**Run 1: gate families picked out**

Bar = 20 um.
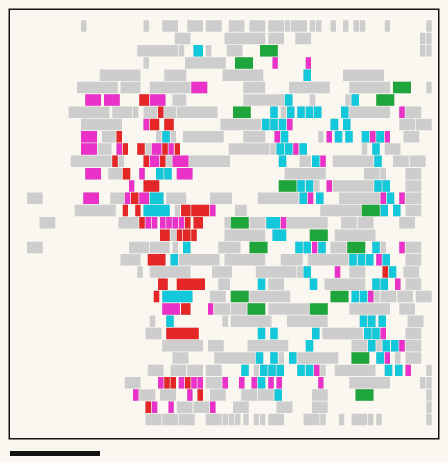
**Run 1: close-up of the layout**

Bar = 10 um. Region (35, 16) to (60, 41) um. Cells in gray, sequential cells in the stronger gray; small squares are vias.
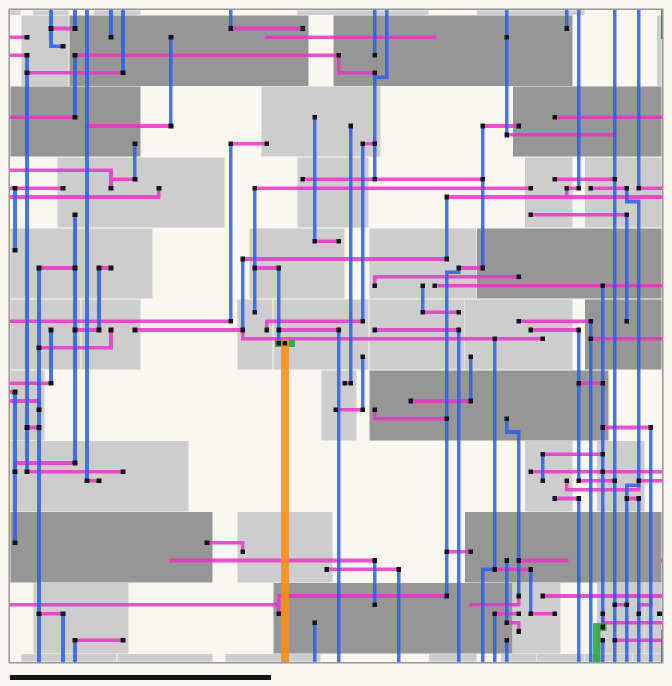
**Run 1: routed clock nets over the placement**

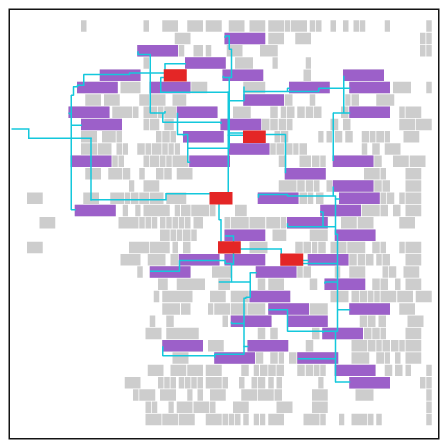
$ cat src/rtl/trade_sequencer.sv
// Two-leg trade sequencer: it filters trade decisions against a profit threshold and
// issues buy-then-sell orders with a per-leg timeout and a post-trade cooldown.
// Optional statistics counters: define TRADE_SEQ_STATS_EN.
module trade_sequencer #(
   parameter logic [15:0] MIN_PROFIT      = 16'd1,
   parameter int          TIMEOUT_CYCLES  = 1000,
   parameter int          COOLDOWN_CYCLES = 50
) (
   input  logic        clk,
   input  logic        rst,
   input  logic [1:0]  trade_action,
   input  logic [15:0] profit,
   input  logic [15:0] price_A,
   input  logic [15:0] price_B,
   input  logic        order_ready,
   input  logic        clear_fault,
   output logic        order_valid,
   output logic        order_exch,
   output logic        order_side,
   output logic [15:0] order_price,
   output logic        busy,
   output logic        drop_pulse,
   output logic        abort_pulse,
   output logic        leg_fault,
   output logic [15:0] trade_count,
   output logic [15:0] drop_count
);

   typedef enum logic [1:0] {IDLE, BUY_LEG, SELL_LEG, COOLDOWN} state_t;

   localparam int CNT_MAX = (TIMEOUT_CYCLES > COOLDOWN_CYCLES) ? TIMEOUT_CYCLES : COOLDOWN_CYCLES;
   localparam int CNT_W   = $clog2(CNT_MAX + 1);
   localparam logic [CNT_W-1:0] TO_LAST = CNT_W'(TIMEOUT_CYCLES - 1);
   // A cooldown of 0 still spends one cycle in COOLDOWN before IDLE.
   localparam logic [CNT_W-1:0] CD_LAST = (COOLDOWN_CYCLES > 1) ? CNT_W'(COOLDOWN_CYCLES - 1) : '0;

   state_t           state_q, state_d;
   logic [CNT_W-1:0] cnt_q;
   logic             dir_q;        // 0: buy A / sell B, 1: buy B / sell A
   logic [15:0]      price_a_q, price_b_q;

   logic is_trade, profit_ok, accept, drop_event;
   logic in_leg, leg_timeout, sell_xfer, cd_done;

   assign is_trade    = (trade_action == 2'b01) || (trade_action == 2'b10);
   assign profit_ok   = (profit >= MIN_PROFIT);
   assign accept      = (state_q == IDLE) && is_trade && profit_ok;
   assign drop_event  = is_trade && ((state_q != IDLE) || !profit_ok);
   assign in_leg      = (state_q == BUY_LEG) || (state_q == SELL_LEG);
   // A transfer on the last allowed cycle beats the timeout.
   assign leg_timeout = in_leg && !order_ready && (cnt_q == TO_LAST);
   assign sell_xfer   = (state_q == SELL_LEG) && order_ready;
   assign cd_done     = (state_q == COOLDOWN) && (cnt_q == CD_LAST);

   // NOTE: every variable driven here gets a default first so no latch is inferred.
   always_comb begin
      state_d = state_q;
      unique case (state_q)
         IDLE:     if (accept) state_d = BUY_LEG;
         BUY_LEG:  if (order_ready) state_d = SELL_LEG;
                   else if (leg_timeout) state_d = COOLDOWN;
         SELL_LEG: if (order_ready || leg_timeout) state_d = COOLDOWN;
         COOLDOWN: if (cd_done) state_d = IDLE;
         default:  state_d = IDLE;
      endcase
   end

   // NOTE: sequential state uses non-blocking assignments so all registers update together.
   always_ff @(posedge clk or posedge rst) begin
      if (rst) begin
         state_q     <= IDLE;
         cnt_q       <= '0;
         dir_q       <= 1'b0;
         price_a_q   <= '0;
         price_b_q   <= '0;
         drop_pulse  <= 1'b0;
         abort_pulse <= 1'b0;
         leg_fault   <= 1'b0;
      end else begin
         state_q     <= state_d;
         drop_pulse  <= drop_event;
         abort_pulse <= leg_timeout;
         if (state_d != state_q || state_q == IDLE)
            cnt_q <= '0;
         else
            cnt_q <= cnt_q + 1'b1;
         if (accept) begin
            dir_q     <= (trade_action == 2'b10);
            price_a_q <= price_A;
            price_b_q <= price_B;
         end
         if (leg_timeout && state_q == SELL_LEG)
            leg_fault <= 1'b1;
         else if (clear_fault)
            leg_fault <= 1'b0;
      end
   end

   // Order fields are decoded from the state, so reset drops order_valid immediately.
   always_comb begin
      order_valid = in_leg;
      order_exch  = 1'b0;
      order_side  = 1'b0;
      order_price = '0;
      if (state_q == BUY_LEG) begin
         order_exch  = dir_q;
         order_price = dir_q ? price_b_q : price_a_q;
      end else if (state_q == SELL_LEG) begin
         order_exch  = !dir_q;
         order_side  = 1'b1;
         order_price = dir_q ? price_a_q : price_b_q;
      end
   end

   assign busy = (state_q != IDLE);

`ifdef TRADE_SEQ_STATS_EN
   logic [15:0] trade_cnt_q, drop_cnt_q;

   always_ff @(posedge clk or posedge rst) begin
      if (rst) begin
         trade_cnt_q <= '0;
         drop_cnt_q  <= '0;
      end else begin
         if (sell_xfer && trade_cnt_q != 16'hFFFF)
            trade_cnt_q <= trade_cnt_q + 16'd1;
         if (drop_event && drop_cnt_q != 16'hFFFF)
            drop_cnt_q <= drop_cnt_q + 16'd1;
      end
   end

   assign trade_count = trade_cnt_q;
   assign drop_count  = drop_cnt_q;
`else
   logic unused_stats;
   assign unused_stats = sell_xfer;
   assign trade_count  = 16'd0;
   assign drop_count   = 16'd0;
`endif

endmodule
$ cat config.mk
export PLATFORM = sky130hd
export DESIGN_NAME = trade_sequencer
export DESIGN_NICKNAME = d
export VERILOG_FILES = /design/src/rtl/trade_sequencer.sv
export SDC_FILE = /design/constraint.sdc
export NUM_CORES = 1
export LEC_CHECK = 0
export ABC_AREA = 1
export CORE_UTILIZATION = 35
export CTS_CLUSTER_SIZE = 8
export DETAILED_ROUTE_END_ITERATION = 6
export PLACE_DENSITY = 0.65
export SYNTH_ARGS = -nofsm -noshare
export SYNTH_HDL_FRONTEND = slang
export SYNTH_SLANG_ARGS = --single-unit
$ cat constraint.sdc
create_clock -name clk -period 5.3 [get_ports clk]
set_clock_uncertainty 0.1 [all_clocks]
set_input_delay 1.06 -clock clk [delete_from_list [all_inputs] [get_ports clk]]
set_output_delay 1.06 -clock clk [all_outputs]
set_load 0.02 [all_outputs]
==> summary.txt, run 1 <==
design internal power: 1.113 mW
worst setup path start: dir_q
initial antenna violation count: 0
CP Class: reg -> out
Worst-Margin Slew: 1.004 ns
Cell Area, Placed: 3731 sq um
Rows: 33
Comb gate area: 1503 sq um
Worst setup endpoint: order_price[11]
H-tree Lvls: 2
Critical Path End Type: output pin
Worst-path clk slew: 0.09 ns
chip height: 94.69 um
fin area: 3829 sq um
hold depth: 1
Netlist cell types: 33
clock root buffer: clkbuf_8
P_sw: 0.9543 mW
nets: 486
Detailed Place HPWL: 4765 um
LEAKAGE: 1.655 nW
Worst Path Buf+Inv: 3
GR peak layer: met2
Buffers on Ports: 76
crit-path max FO: 31
die area: 8965 sq um
worst slack, placed: 1.644 ns
ANT cells: 0
YS chip area: 3007 sq um
postcts setup bufs: 0
WL/cell: 12.08 um
biggest area cells: dfrtp_1 (40%), buf_4 (8.5%), nor2_1 (6.9%)
post-synthesis cell count: 353
Post-synth EDFFs: 0
Clk pwr share: 0.111
first-pass GRT wire length: 10130 um
post-synth top area cell: dfrtp_1
Routability Congestion: 0.8158
final global-route overflow total: 0
power share of the sequential group: 0.307
Non-Filler Instances: 530
Worst R2R Path Depth: 9
metal1 wirelength: 2783 um
Pre-antenna DRT Iters: 4
CP arrival: 2.80 ns
Core Util, Final: 0.4636
Yosys top cell by instances: nor2_1
delay-heaviest family, CP: buffers and inverters
RSZ-0062 raised after global routing: no
CTS tree: done
synth warn: 0
met3 usage: 0.02899
post-CTS resize count: 0
post-route ant nets: 0
Total GRT Usage: 0.1449
met3 wire length: 370 um
Post-synth seq share: 0.3995
outcome: finished clean
Hold Fails Final Rpt: 0
largest net degree at the start of global routing: 51
Latency at later pin: 0.30 ns
Crit Reg-Reg Startpoint: state_q[0]
vias per inst: 4.683
met2 wire length: 3149 um
combinational fraction of design power: 0.582
Clock Sinks: 48
# hold bufs at CTS: 0
Hold Path End: price_b_q[15]
DRC Markers: 0
CTS Buf Count: 5
vias in the first global route: 2213
Vias: 2482
reported max-cap violation count: 0
Flops after synth: 48
Final Critical Period: 3.961 ns
Critical Path Start Type: register
tool warnings: 31
Hold Slack: 0.4203 ns
## Picture notes: 'gate families picked out'
family	color	cells	most used
NOR gates	magenta	69	nor2_1
multiplexers	green	17	mux2_1
NAND gates	red	38	nand2_1
inverting AOI/OAI gates	cyan	89	o21ai_0

## Picture notes: 'close-up of the layout'
layer	color
met2	blue
met3	green
met4	orange
met1	magenta
most frequent	dfrtp_1 (9), clkdlybuf4s50_1 (6), a21oi_1 (5)
netlist names of flops here include	`price_a_q` (3), `price_b_q` (3), `state_q` (2)
sequential cells in the window	9
cells with their middle in the window	33

## Picture notes: 'routed clock nets over the placement'
[cells driving clock nets] red | count: 5
[clock wires] cyan | length: 578 um
[flip-flops] purple | count: 48
routed clock nets	6

==> run 1: power groups by stage <==
stage	registers [mW]	clock network, mW	logic [mW]
finish	0.634	0.229	1.20
global route	0.657	0.255	1.32
CTS	0.634	0.237	1.22
detailed placement	0.642	0	1.22
global placement	0.635	0	1.20
floorplan	0.591	0	0.854
==> run 1: final cells by class <==
cell class / instances / area share
clock buffers: 6 / 0.02157
clock inverters: 2 / 0.003922
inverters: 32 / 0.03137
multi-input cells: 259 / 0.3925
flip-flops and latches: 48 / 0.3137
well taps: 105 / 0.03431
repair buffers: 78 / 0.2026
==> run 1: flip-flops by register name, summed over array words and instances, names as in the netlist <==
signal	count
state_q	2
dir_q	1
price_b_q	16
leg_fault	1
abort_pulse	1
cnt_q	10
price_a_q	16
drop_pulse	1
==> run 1: placed cells by master (no fill, tap or decap), types with 3 or more instances in the layout <==
cell,n
o21ai_0,40
o21ai_1,9
nor3_2,10
conb_1,32
dfrtp_1,48
nand2_1,21
inv_1,26
a21oi_1,34
ha_1,8
clkdlybuf4s50_1,76
inv_2,4
nand2_2,6
nor2_2,3
nand3_1,4
xor2_1,3
nor2_1,55
mux2_1,17
clkbuf_8,6
==> run 1: cell families (layout without fill, tap and decap cells) <==
kind of cell    count (synthesis)  after routing  share of synthesized area
fa+ha+maj                       8              8                    0.03329
flops                          48             48                     0.3995
other cells                     1             32                   0.001247
buf+inv                        77            118                     0.1394
mux                            17             17                    0.06367
simple gates                  107            107                     0.1848
xor+xnor                        5              5                    0.01457
compound gates                 90             90                     0.1635
==> run 1: worst register-to-register path: stages, from the launching register on <==
cell and delay, ns:
dfrtp_1 0.49, inv_1 0.20, ha_1 0.35, inv_2 0.09, nor2_4 0.13, nand2_2 0.57, nand2_2 0.31, nand2_2 0.08
nand2_4 0.17, nor3_2 0.06
**Run 1: wiring heat map**

19 x 19 tiles, from black (low) to pale yellow (high), scaled to the fullest tile. Values are wire area over tile area, all layers added.
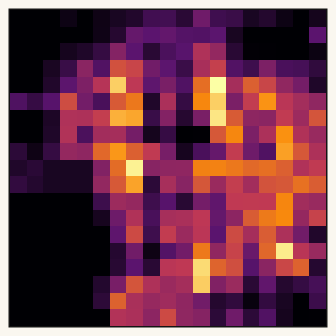

==> inputs of run 2 (changes only) <==
clock period = 3.9 ns   (was 5.3 ns; I/O delays follow)
**Run 2: wiring heat map**

19 x 19 tiles, from black (low) to pale yellow (high), scaled to the fullest tile. Values are wire area over tile area, all layers added.
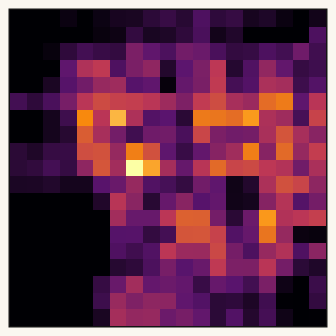
densest ninth of the die	east
tiles over half the peak	12%
fullest tile	0.47
mean over tiles	0.12
emptiest ninth of the die	south-west
nearly empty tiles	21%

**Run 2: close-up of the layout**

Bar = 10 um. Region (35, 16) to (60, 41) um. Cells in gray, sequential cells in the stronger gray; small squares are vias.
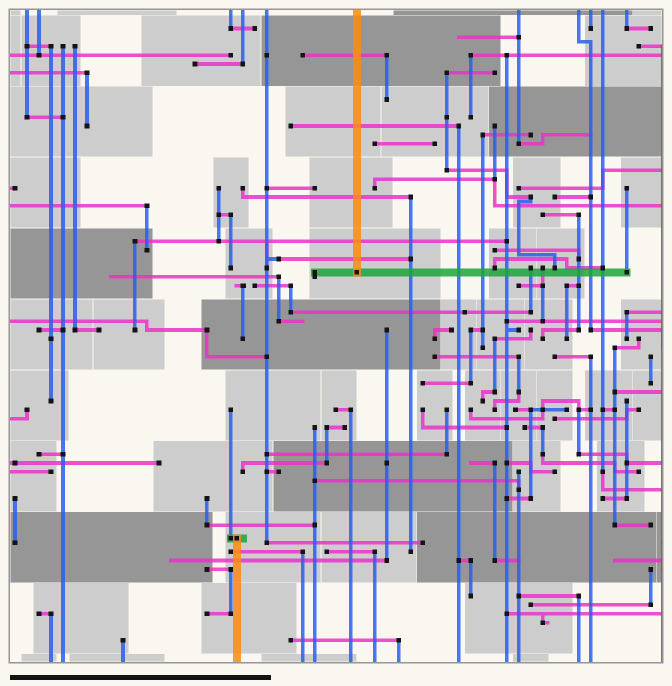
layer	color
met4	orange
met3	green
met1	magenta
met2	blue
sequential cells in the window	7
most frequent	dfrtp_1 (7), a21oi_1 (6), clkdlybuf4s50_1 (6)
cells with their middle in the window	43
netlist names of flops here include	`price_a_q` (2), `price_b_q` (2)

**Run 2: placement view**

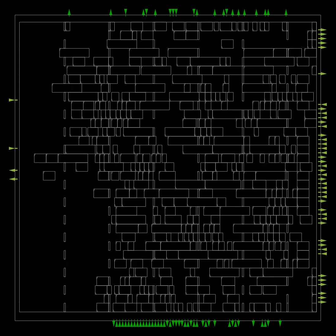
Rows: 33
TAP cells: 105
Filler cells: 809
core area: 8258 sq um

==> run 2 against run 1 <==
Effect of this change: synthesized cell count did not move; sequential power rose by about 30%; sequential cell count did not move; first-iteration DRC count rose by 23%; utilization rose by 0.39 points; non-clock buffer count rose by 2; combinational power rose by 41%; final cell count rose by 0.38%; highest routed layer unchanged.
==> summary.txt, run 2 <==
met2 wire length: 3186 um (+1.2%)
Netlist cell types: 33 (unchanged)
Clk pwr share: 0.129 (+0.018)
dominant logic cell type in the layout: clkdlybuf4s50_1
Detailed Place HPWL: 4767 um (about the same)
Core Util, Final: 0.4676 (+0.003940)
first-pass GRT wire length: 10430 um (+2.9%)
post-route ant nets: 0 (unchanged)
design internal power: 1.572 mW (+41%)
synth warn: 0 (unchanged)
post-synth top area cell: dfrtp_1
final global-route overflow total: 0 (unchanged)
largest net degree at the start of global routing: 51 (unchanged)
CP peak stage delay: 0.65 ns
CP arrival: 2.54 ns (-0.26 ns)
delay-heaviest family, CP: buffers and inverters
Buffers on Ports: 76 (unchanged)
biggest area cells: dfrtp_1 (40%), buf_4 (8.5%), nor2_1 (6.9%)
H-tree Lvls: 2 (unchanged)
LEAKAGE: 1.675 nW (+1.2%)
RSZ-0062 raised after global routing: no
Flops after synth: 48 (unchanged)
fin area: 3861 sq um (+0.85%)
vias per inst: 4.650 (-0.70%)
worst slack, placed: 0.7984 ns (-0.8458 ns)
ANT cells: 0 (unchanged)
reported max-cap violation count: 0 (unchanged)
Hold Slack: 0.4149 ns (-0.005449 ns)
Post-synth EDFFs: 0 (unchanged)
metal1 wirelength: 2950 um (+6.0%)
Yosys top cell by instances: nor2_1
combinational fraction of design power: 0.586 (+0.004)
Post-synth seq share: 0.3995 (unchanged)
Clock Sinks: 48 (unchanged)
Worst-Margin Slew: 0.9833 ns (-0.02028 ns)
Vias: 2474 (-0.32%)
Worst Path Buf+Inv: 4 (+1)
CP Class: reg -> out
postcts setup bufs: 0 (unchanged)
tool warnings: 31 (unchanged)
outcome: finished clean
Routability Congestion: 0.8334 (+2.2%)
top flop regs: price_a_q x16, price_b_q x16, cnt_q x10
Pre-antenna DRT Iters: 4 (unchanged)
# hold bufs at CTS: 0 (unchanged)
Total GRT Usage: 0.1464 (+0.001507)
Worst-path clk slew: 0.09 ns (about the same)
CTS Buf Count: 5 (unchanged)
P_sw: 1.315 mW (+38%)
YS chip area: 3007 sq um (unchanged)
clock root buffer: clkbuf_8
met3 usage: 0.02576 (-0.003221)
WL/cell: 12.32 um (+2.0%)
Final Critical Period: 3.418 ns
initial antenna violation count: 0 (unchanged)
power share of the sequential group: 0.285 (-0.022)
CTS tree: done
met3 wire length: 346 um (-6.5%)
Non-Filler Instances: 532 (+0.38%)
crit-path max FO: 18 (-42%)
Critical Path End Type: output pin
chip height: 94.69 um (unchanged)
Hold Fails Final Rpt: 0 (unchanged)
-- run 2: cell counts after synthesis --
Identical to the previous run, type by type.
-- run 2: cell families (layout without fill, tap and decap cells) --
| logic type | count (synthesis) | count (layout) | share of synthesized area |
|---|---|---|---|
| other | 1 | 32 | 0.001247 |
| AOI/OAI and AO/OA | 90 | 90 | 0.1635 |
| buffers and inverters | 77 | 120 | 0.1394 |
| xor gates and xnor gates | 5 | 5 | 0.01457 |
| and+or+nand+nor | 107 | 107 | 0.1848 |
| DFF | 48 | 48 | 0.3995 |
| adders and majority gates | 8 | 8 | 0.03329 |
| muxes | 17 | 17 | 0.06367 |
-- run 2: area by class of cell --
cell class              instances  area (sq um)  share of cell area
multi-input cells             259          1503              0.3892
clock buffers                   5         68.82             0.01782
clock inverters                 3         46.29             0.01199
repair buffers                 80         790.8              0.2048
inverters                      32         120.1             0.03111
flip-flops and latches         48          1201              0.3111
well taps                     105         131.4             0.03402
-- run 2: path summary, 6_finish.rpt --
kind | startpoint | to | slack (ns) | cells past startpoint
max | state_q[0] | order_price[1] | 0.48 | 8
min | price_b_q[13] | price_b_q[13] | 0.41 | 1
max reg2reg | state_q[0] | cnt_q[6] | 1.53 | 10
min reg2reg | price_b_q[13] | price_b_q[13] | 0.41 | 1
max in group asynchronous | rst | price_a_q[9] | 2.16 | 2
min in group asynchronous | rst | cnt_q[2] | 0.91 | 2
-- run 2: power by group through the flow --
stage	Sequential, mW	Clock, mW	Combinational, mW
after global routing	0.852	0.401	1.84
after floorplan	0.804	0	1.16
after detailed placement	0.833	0	1.70
after global placement	0.826	0	1.67
after CTS	0.822	0.383	1.71
final	0.823	0.372	1.69
**Run 2: routed clock nets over the placement**

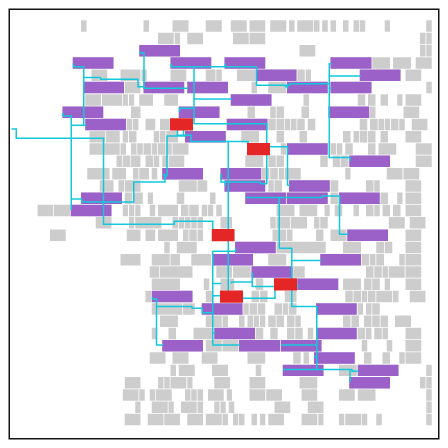

==> inputs of run 3 (changes only) <==
GPL_TIMING_DRIVEN = 0   (was default)
**Run 3: routed clock nets over the placement**

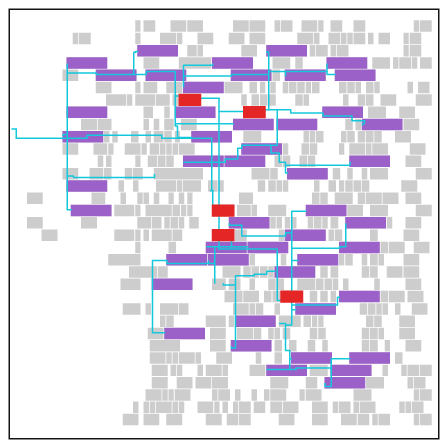
[flip-flops] purple | count: 48
[cells driving clock nets] red | count: 5
[clock wires] cyan | length: 614 um
routed clock nets	6

**Run 3: wiring heat map**

19 x 19 tiles, from black (low) to pale yellow (high), scaled to the fullest tile. Values are wire area over tile area, all layers added.
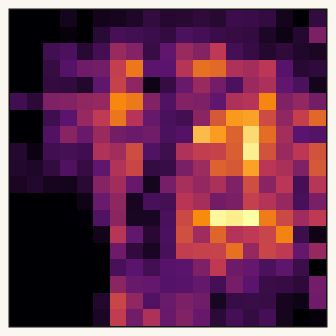
fullest tile	0.49
densest ninth of the die	east
tiles over half the peak	16%
nearly empty tiles	18%

**Run 3: placement view**

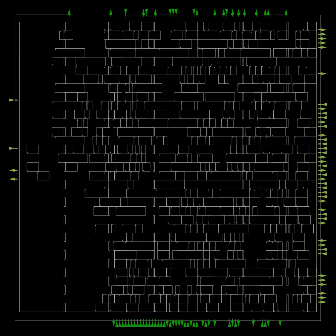
Core Util, Final: 0.5038
fraction of area in registers: 0.2887
Filler cells: 792

==> run 3 against run 2 <==
Effect of this change: non-clock buffer count rose by 42; final area increased by 7.7%; highest routed layer unchanged; critical path depth did not move; final cell count increased by 7.9%; sequential cell count did not move; combinational power up 5%; maximum frequency down 7.0%; clock power is 3% higher; die size is the same; total power increased by 3.3%; synthesized cell count is the same; sequential power up 0.5%.
==> summary.txt, run 3 <==
first-pass GRT wire length: 12020 um (+15%)
crit-path max FO: 10 (-8)
WL/cell: 12.84 um (+4.2%)
delay-heaviest family, CP: buffers and inverters
Hold Fails Final Rpt: 0 (unchanged)
Comb group: 1.77 mW (+5%)
final global-route overflow total: 0 (unchanged)
post-synth top area cell: dfrtp_1
CTS tree: done
RSZ-0062 raised after global routing: no
reported max-cap violation count: 0 (unchanged)
Post-synth EDFFs: 0 (unchanged)
flop2flop setup slack: 1.68 ns (+0.15 ns)
post-synthesis cell count: 353
P_sw: 1.362 mW (+3.6%)
Clk pwr share: 0.129 (about the same)
Hold Slack: 0.4165 ns (+0.001668 ns)
initial antenna violation count: 0 (unchanged)
Clock Sinks: 48 (unchanged)
Vias: 2639 (+6.7%)
LEAKAGE: 1.875 nW (+12%)
top flop regs: price_a_q x16, price_b_q x16, cnt_q x10
chip height: 94.69 um (unchanged)
Post-synth seq share: 0.3995 (unchanged)
Buffers on Ports: 76 (unchanged)
# hold bufs at CTS: 0 (unchanged)
synth warn: 0 (unchanged)
Post-Syn Area: 3007 sq um
largest net degree at the start of global routing: 41 (-20%)
# setup viols final: 0
Critical Path Start Type: register
combinational fraction of design power: 0.594 (+0.008)
H-tree Lvls: 2 (unchanged)
Non-Filler Instances: 574 (+7.9%)
design internal power: 1.620 mW (+3.1%)
Yosys top cell by instances: nor2_1
CP Class: reg -> out
Final Critical Period: 3.674 ns (+0.2558 ns)
dominant logic cell type in the layout: clkdlybuf4s50_1
Worst-Margin Slew: 0.5745 ns (-0.4088 ns)
CP arrival: 2.79 ns (+0.25 ns)
Rows: 33 (unchanged)
metal1 wirelength: 3225 um (+9.3%)
clock-net power: 0.385 mW (+3%)
Setup TNS Final: 0 ns
Netlist cell types: 33 (unchanged)
CTS Buf Count: 5 (unchanged)
Flops after synth: 48 (unchanged)
sequential power: 0.827 mW (+0.5%)
Detailed Place HPWL: 5566 um (+17%)
met3 wire length: 449 um (+30%)
YS chip area: 3007 sq um (unchanged)
vias per inst: 4.598 (-1.1%)
Worst Path Buf+Inv: 4 (unchanged)
biggest area cells: dfrtp_1 (40%), buf_4 (8.5%), nor2_1 (6.9%)
Critical Path End Type: output pin
WL final: 7369 um
Routability Congestion: 0.8110 (-2.7%)
Pre-antenna DRT Iters: 4 (unchanged)
CP peak stage delay: 0.63 ns (-0.02 ns)
postcts setup bufs: 0 (unchanged)
post-route ant nets: 0 (unchanged)
worst slack, placed: 0.2154 ns (-0.5830 ns)
outcome: finished clean
Top pwr grp: combinational cells
clock root buffer: clkbuf_8
-- run 3: netlist changes by cell type in the layout (fill, tap and decap cells not counted), sizes merged --
cell / before / now
inv: 31 / 30
buf: 4 / 37
clkinv: 2 / 3
clkbuf: 5 / 15
clkinvlp: 1 / 0
-- run 3: cell families (layout without fill, tap and decap cells) --
group / Yosys count / after routing / synth area share
simple gates: 107 / 107 / 0.1848
compound gates: 90 / 90 / 0.1635
buf+inv: 77 / 162 / 0.1394
flops: 48 / 48 / 0.3995
mux: 17 / 17 / 0.06367
fa+ha+maj: 8 / 8 / 0.03329
xor+xnor: 5 / 5 / 0.01457
other cells: 1 / 32 / 0.001247
-- run 3: worst reg2reg max path, stage by stage (launching register included) --
cell and delay (ns):
dfrtp_1 0.52, inv_1 0.18, ha_1 0.36, nand2_1 0.08
nor2_1 0.05, nand3_2 0.14, nand2_1 0.06, nand2_1 0.08
nand2_1 0.05, a21oi_1 0.23, nand2_4 0.17, nor3_2 0.13
-- run 3: cell type report --
class	instances	area, sq um	share of cell area
multi-input combinational	259	1505	0.3618
timing repair buffer	77	780.7	0.1877
clock inverter	2	38.79	0.009323
clock buffer	6	82.58	0.01985
sequential	48	1201	0.2887
inverter	32	120.1	0.02887
tap	105	131.4	0.03158
buffer	45	300.3	0.07218
-- run 3: final timing paths --
path                            cells past startpoint             end          start
worst max-delay path                                8  order_price[9]     state_q[0]
worst min-delay path                                1   price_b_q[12]  price_b_q[12]
worst max register to register                     11        cnt_q[7]     state_q[0]
worst min register to register                      1   price_b_q[12]  price_b_q[12]
max in group asynchronous                           3      drop_pulse            rst
min in group asynchronous                           2        cnt_q[9]            rst
-- run 3: layer usage --
layer  track usage  vias up
li1              -     1326
met1        0.2093     1218
met2        0.3124       91
met3       0.02415        4
met4       0.03914        0
met5             0        -
Power and IR drop assume default switching activity.
